File: config.mk
export PLATFORM = sky130hd
export DESIGN_NAME = data_mem_ctrl
export DESIGN_NICKNAME = d
export VERILOG_FILES = /design/src/rtl/dmc_pkg.sv /design/src/rtl/stack_pointer.sv /design/src/rtl/data_mem_ctrl.sv
export SDC_FILE = /design/constraint.sdc
export NUM_CORES = 1
export LEC_CHECK = 0
export CAP_MARGIN = 10
export CORE_AREA = 2 2 92 94
export CTS_BUF_LIST = sky130_fd_sc_hd__clkbuf_4
export CTS_CLUSTER_SIZE = 8
export DETAILED_ROUTE_END_ITERATION = 8
export DIE_AREA = 0 0 94 96
export HOLD_SLACK_MARGIN = 0.03
export PLACE_DENSITY = 0.8
export SYNTH_ARGS = -nofsm -noshare
export SYNTH_HDL_FRONTEND = slang
export SYNTH_SLANG_ARGS = --single-unit
File: constraint.sdc
create_clock -name clk -period 6.45 [get_ports clk]
set_input_delay 1.29 -clock clk [delete_from_list [all_inputs] [get_ports clk]]
set_output_delay 1.29 -clock clk [all_outputs]
set_load 0.005 [all_outputs]
File: src/rtl/dmc_pkg.sv
// Shared types and constants for the data-memory controller.
package dmc_pkg;
   localparam int unsigned ADDR_W = 16;
   localparam int unsigned DATA_W = 8;
   localparam int unsigned IO_W   = 6;
   localparam int unsigned WAIT_W = 8;

   localparam logic [ADDR_W-1:0] DMC_RAMEND    = 16'h085F;
   localparam logic [ADDR_W-1:0] DMC_SRAM_BASE = 16'h0060;

   typedef enum logic [2:0] {
      OP_LD   = 3'd0,
      OP_ST   = 3'd1,
      OP_IN   = 3'd2,
      OP_OUT  = 3'd3,
      OP_PUSH = 3'd4,
      OP_POP  = 3'd5
   } op_e;

   typedef enum logic [2:0] {
      ST_IDLE,
      ST_ACCESS,
      ST_WAIT,
      ST_CAPTURE,
      ST_DONE
   } state_e;

   function automatic logic is_write(input op_e op);
      return (op == OP_ST) || (op == OP_OUT) || (op == OP_PUSH);
   endfunction
endpackage

File: src/rtl/stack_pointer.sv
// Stack pointer register: load has priority, then increment, then decrement (modulo 2^16).
module stack_pointer
   import dmc_pkg::*;
#(
   parameter logic [ADDR_W-1:0] RAMEND = DMC_RAMEND
)(
   input  logic              clk,
   input  logic              reset,
   input  logic              load,
   input  logic [ADDR_W-1:0] load_value,
   input  logic              inc,
   input  logic              dec,
   output logic [ADDR_W-1:0] sp
);
   always_ff @(posedge clk or posedge reset) begin
      if (reset)      sp <= RAMEND;
      else if (load)  sp <= load_value;
      else if (inc)   sp <= sp + ADDR_W'(1);
      else if (dec)   sp <= sp - ADDR_W'(1);
   end
endmodule

File: src/rtl/data_mem_ctrl.sv
// Data-memory access sequencer: LD/ST/IN/OUT/PUSH/POP onto a registered-read memory map,
// with extra wait states for SRAM-range reads.
module data_mem_ctrl
   import dmc_pkg::*;
#(
   parameter logic [ADDR_W-1:0] RAMEND        = DMC_RAMEND,
   parameter logic [ADDR_W-1:0] SRAM_BASE     = DMC_SRAM_BASE,
   parameter int unsigned       SRAM_RD_EXTRA = 2
)(
   input  logic              clk,
   input  logic              reset,
   input  logic              req_valid,
   input  logic [2:0]        req_op,
   input  logic [ADDR_W-1:0] req_addr,
   input  logic [DATA_W-1:0] req_wdata,
   output logic              req_ready,
   output logic              rsp_valid,
   output logic [DATA_W-1:0] rsp_data,
   output logic              rsp_err,
   input  logic              sp_we,
   input  logic [ADDR_W-1:0] sp_wdata,
   output logic [ADDR_W-1:0] sp,
   output logic [ADDR_W-1:0] mem_addr,
   output logic              mem_we,
   output logic [DATA_W-1:0] mem_data_in,
   output logic              mem_io_only,
   input  logic [DATA_W-1:0] mem_q
);
   state_e            state, next_state;
   op_e               op_q;
   logic              illegal_q;
   logic [WAIT_W-1:0] wait_cnt;
   logic              accept, op_legal, sram_read, sp_inc, sp_dec;

   assign req_ready = (state == ST_IDLE) && !sp_we;
   assign accept    = req_valid && req_ready;
   assign op_legal  = (req_op <= 3'd5);
   assign sram_read = !mem_we && !mem_io_only && (mem_addr >= SRAM_BASE) && (SRAM_RD_EXTRA != 0);

   stack_pointer #(.RAMEND(RAMEND)) u_sp (
      .clk        (clk),
      .reset      (reset),
      .load       (sp_we && (state == ST_IDLE)),
      .load_value (sp_wdata),
      .inc        (sp_inc),
      .dec        (sp_dec),
      .sp         (sp)
   );

   always_ff @(posedge clk or posedge reset) begin
      if (reset) state <= ST_IDLE;
      else       state <= next_state;
   end

   always_comb begin
      next_state = state;
      sp_inc     = 1'b0;
      sp_dec     = 1'b0;
      case (state)
         ST_IDLE:    if (accept) next_state = op_legal ? ST_ACCESS : ST_DONE;
         ST_ACCESS:  next_state = sram_read ? ST_WAIT : ST_CAPTURE;
         ST_WAIT:    if (wait_cnt == WAIT_W'(SRAM_RD_EXTRA - 1)) next_state = ST_CAPTURE;
         ST_CAPTURE: begin
            next_state = ST_DONE;
            sp_dec     = (op_q == OP_PUSH);
            sp_inc     = (op_q == OP_POP);
         end
         ST_DONE:    next_state = ST_IDLE;
         default:    next_state = ST_IDLE;
      endcase
   end

   // Memory-side request is captured at acceptance and held until CAPTURE exits.
   always_ff @(posedge clk or posedge reset) begin
      if (reset) begin
         op_q        <= OP_LD;
         illegal_q   <= 1'b0;
         mem_addr    <= '0;
         mem_we      <= 1'b0;
         mem_data_in <= '0;
         mem_io_only <= 1'b0;
      end else if (state == ST_IDLE && accept) begin
         illegal_q <= !op_legal;
         if (op_legal) begin
            op_q        <= op_e'(req_op);
            mem_we      <= is_write(op_e'(req_op));
            mem_data_in <= is_write(op_e'(req_op)) ? req_wdata : '0;
            case (op_e'(req_op))
               OP_IN, OP_OUT: begin
                  mem_addr    <= {{(ADDR_W-IO_W){1'b0}}, req_addr[IO_W-1:0]};
                  mem_io_only <= 1'b1;
               end
               OP_PUSH: mem_addr <= sp;
               OP_POP:  mem_addr <= sp + ADDR_W'(1);
               default: mem_addr <= req_addr;
            endcase
         end
      end else if (state == ST_CAPTURE) begin
         mem_addr    <= '0;
         mem_we      <= 1'b0;
         mem_data_in <= '0;
         mem_io_only <= 1'b0;
      end else if (state == ST_DONE) begin
         illegal_q <= 1'b0;
      end
   end

   always_ff @(posedge clk or posedge reset) begin
      if (reset)                  wait_cnt <= '0;
      else if (state == ST_WAIT)  wait_cnt <= wait_cnt + WAIT_W'(1);
      else                        wait_cnt <= '0;
   end

   // Response pulse: at CAPTURE exit for real accesses, at DONE exit for illegal ops.
   always_ff @(posedge clk or posedge reset) begin
      if (reset) begin
         rsp_valid <= 1'b0;
         rsp_data  <= '0;
         rsp_err   <= 1'b0;
      end else if (state == ST_CAPTURE) begin
         rsp_valid <= 1'b1;
         rsp_data  <= mem_we ? '0 : mem_q;
         rsp_err   <= 1'b0;
      end else if (state == ST_DONE && illegal_q) begin
         rsp_valid <= 1'b1;
         rsp_data  <= '0;
         rsp_err   <= 1'b1;
      end else begin
         rsp_valid <= 1'b0;
      end
   end
endmodule

**Run 1: gate-type map**

(4 px per um)
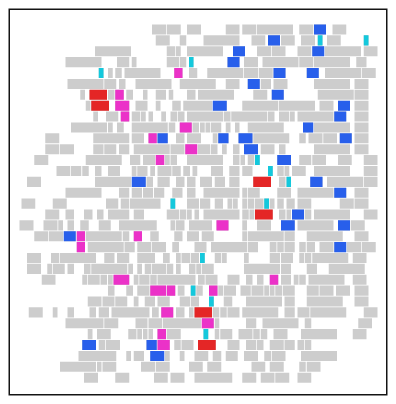
| family | colour | cells | most used |
|---|---|---|---|
| AND and OR gates | magenta | 21 | and3_1 |
| AND-OR and OR-AND gates | blue | 30 | a22o_1 |
| adder and majority cells | red | 6 | ha_1 |
| inverters | cyan | 13 | inv_1 |
most used logic cell in the final layout: clkdlybuf4s50_1
Comb area share: 0.3970
post-route insts no fill: 615

**Run 1: wire density map**

(3 px per um) The die is cut into 19 by 19 equal tiles; dark purple is low, yellow is high, scaled to the fullest tile. Values are wire area over tile area, all layers added.
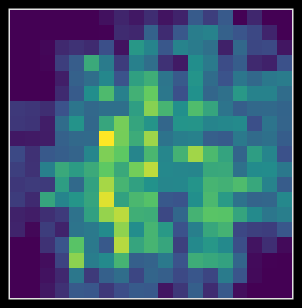
densest ninth of the die: centre
mean over tiles: 0.18
fullest tile: 0.55
emptiest ninth of the die: upper left
vias: 3,615
WL/cell: 16.91 um
Tot GR Track Use: 0.2363
final wirelength: 10.40 mm

==> out/qor.csv, run 1 <==
stage,metric,value,unit
worst_setup_path,reg2reg end,mem_data_in[3],
finish,bufs w/o clock,109,
yosys,"EDFF count, synth",0,
floorplanning,Die ar.,9024,um^2
yosys,Netlist cell types,66,
cts,clk_lat worst skew,430,ps
yosys,mux contribution to synthesized area,0.01019,
finish,ant diodes,0,
placed_design,pre-CTS setup slack,2595,ps
flow_run,Log Warnings,29,
pwr,total power,2.053,mW
grt,largest net degree at the start of global routing,68,
yosys,"top comb family, area",simple AND/OR/NAND/NOR gates,
run_status,status,"complete, no violations",
finish,Inverters excl. clock,13,
finish,flop share of the area,0.3318,
sta,Final WS setup,2625,ps
worst_setup_path,crit path launch,sp_we,
min_path,Hold EP,mem_addr[4],
finish,final instance area,5080,um^2
worst_setup_path,critical path endpoint,req_ready,
finish,share of post-route cells with drive strength above 1,0.07843,
finish,Logic Gate Count,305,
yosys,Synth top cell by count,dfrtp_1,
worst_setup_path,cells along the critical path,clkdlybuf4s50_1 > nor4_1 > clkdlybuf4s50_1,
cts,worst-case clock buffer depth,2,
sta,Fmax,261.4,MHz
yosys,simple-gate share of the synthesized area,0.2134,
finish,Top class by area,multi-input combinational cells,
finish,Top Layout Cells,"clkdlybuf4s50_1, dfrtp_1, nand2_1",
finish,flop count,67,
placed_design,DP HPWL,7.484,mm
route,WL met3,568,um
cts,H-tree level count,3,
sta,Final Max Slew Viols,0,
yosys,"Seq share, synth",0.4291,
worst_setup_path,crit path capture type,output pin,
sta,Rel. slew slack,0.4458,
pwr,Seq group,0.848,mW
route,Remaining DRCs,0,
cts,Root Buffer Master,clkbuf_4,
yosys,top cells by area,"dfrtp_1, dfstp_2, xor2_1",
worst_setup_path,"Slowest-stage cell, CP",clkdlybuf4s50_1,
pwr,share of power burned in registers,0.413,
floorplanning,Die Wd,94,um
route,1st-iter DRT viols,280,
finish,sequential cell area,1685,um^2
sta,Least-Margin Pin Slew,831.2,ps
finish,biggest regs,"mem_addr (16), u_sp.sp (16)",
sta,final-report hold violation count,0,
min_path,worst hold-check path type,flip-flop to flip-flop,
yosys,Area leader share,0.3823,
pwr,P_comb,0.967,mW
finish,Final nets,566,
worst_setup_path,Crit path largest cell delay,550,ps
grt,first-pass GRT wire length,16.88,mm
finish,clk tree area frac,0.02192,
floorplanning,Placeable Area,8051,um^2
worst_setup_path,critical path launch point type,input pin,
grt,vias in the first global route,3394,
worst_setup_path,CP top delay family,buffers and inverters,
finish,combinational gate area,2017,um^2
finish,CLK BUF,9,
cts,Post-CTS Resized,0,
pwr,Comb pwr share,0.471,
route,uppermost layer routed,met4,
worst_setup_path,Worst EP arrival,2540,ps
flow_run,Max Cap Viol,0,
grt,GR Util met1,0.3387,
finish,Area Growth Syn to Fin,29.34,%
route,Routed Antenna Nets,0,
**Run 1: zoomed window**

Region (32, 33) to (62, 63) um. Cells in grey, sequential cells in the stronger grey; small squares are vias.
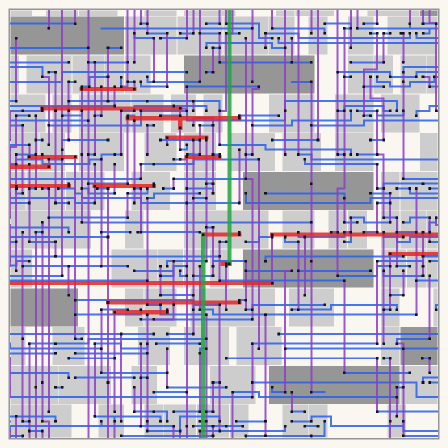
| layer | colour |
|---|---|
| met4 | green |
| met1 | blue |
| met2 | purple |
| met3 | red |
cells with their middle in the window: 83
most frequent: nand2_1 (14), nor4_1 (7), xor2_1 (6)
sequential cells in the window: 5
netlist names of flops here include: op_q (3)

## Run 2: what changed since run 1
==> constraint.sdc (replaced) <==
create_clock -name clk -period 3.8 [get_ports clk]
set_input_delay 0.76 -clock clk [delete_from_list [all_inputs] [get_ports clk]]
set_output_delay 0.76 -clock clk [all_outputs]
set_load 0.005 [all_outputs]
**Run 2: wire density map**

(3 px per um) The die is cut into 19 by 19 equal tiles; dark purple is low, yellow is high, scaled to the fullest tile. Values are wire area over tile area, all layers added.
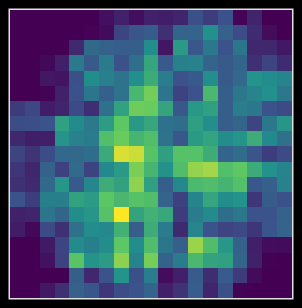
mean over tiles: 0.19
densest ninth of the die: centre
emptiest ninth of the die: upper left
tiles over half the peak: 24%
fullest tile: 0.56
nearly empty tiles: 13%
vias: 3,627
final wirelength: 10.40 mm
Tot GR Track Use: 0.2358
WL/cell: 16.85 um

**Run 2: placed standard cells**

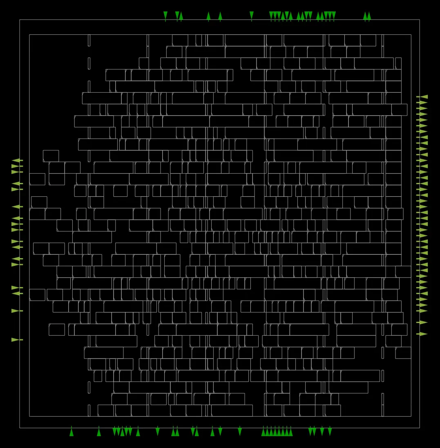
fill count: 683
post-route insts no fill: 617

==> run 2 against run 1 <==
Critical path type unchanged. Sequential power rose by about 70%. Synthesized area did not move. Setup slack lost 1600 ps. Largest power group unchanged. Power grew 81%.
==> out/qor.csv, run 2 <==
stage,metric,value,unit
finish,Logic Gate Count,305,
finish,bufs w/o clock,110,
route,1st-iter DRT viols,241,
worst_setup_path,"Top cell by count, worst path",clkdlybuf4s50_1,
yosys,Netlist cell types,66,
finish,Comb area share,0.3892,
placed_design,Placer Congestion,0.8606,
pwr,total power,3.709,mW
worst_setup_path,cells along the critical path,clkdlybuf4s50_1 > nor4_1 > clkdlybuf4s50_1,
finish,most used logic cell in the final layout,clkdlybuf4s50_1,
finish,Top class by area,multi-input combinational cells,
floorplanning,Placeable Area,8051,um^2
sta,Least-Margin Pin Slew,768.2,ps
finish,sequential cell area,1685,um^2
finish,combinational gate area,2017,um^2
finish,share of post-route cells with drive strength above 1,0.08415,
flow_run,Max Cap Viol,0,
cts,H-tree level count,3,
worst_setup_path,Worst EP arrival,2000,ps
worst_setup_path,"Slowest-stage cell, CP",clkdlybuf4s50_1,
finish,flop share of the area,0.3252,
finish,Top Layout Cells,"clkdlybuf4s50_1, dfrtp_1, nand2_1",
grt,vias in the first global route,3317,
finish,non-clock buffer area fraction after layout,0.2134,
placed_design,DP HPWL,7.530,mm
grt,GR Util met1,0.3365,
worst_setup_path,critical path launch point type,input pin,
finish,ant diodes,1,
worst_setup_path,Crit path largest cell delay,550,ps
cts,Root Buffer Master,clkbuf_4,
finish,final instance area,5182,um^2
route,Routed Antenna Nets,0,
yosys,Area leader share,0.3823,
finish,Area Growth Syn to Fin,31.95,%
finish,flop count,67,
sta,Fmax,362.6,MHz
grt,largest net degree at the start of global routing,36,
finish,Final nets,567,
yosys,"Seq share, synth",0.4291,
route,Remaining DRCs,0,
yosys,"top comb family, area",simple AND/OR/NAND/NOR gates,
run_status,status,"complete, no violations",
flow_run,Log Warnings,29,
pwr,Comb pwr share,0.444,
route,WL met3,719,um
cts,worst-case clock buffer depth,2,
worst_setup_path,critical path endpoint,req_ready,
worst_setup_path,CP top delay family,buffers and inverters,
floorplanning,Die ar.,9024,um^2
worst_setup_path,crit path capture type,output pin,
cts,Post-CTS Resized,0,
pwr,share of power burned in registers,0.388,
grt,first-pass GRT wire length,16.62,mm
placed_design,pre-CTS setup slack,796.5,ps
sta,Final Max Slew Viols,0,
sta,Final WS setup,1042,ps
yosys,simple-gate share of the synthesized area,0.2134,
Power is estimated from default activity; no workload was simulated.
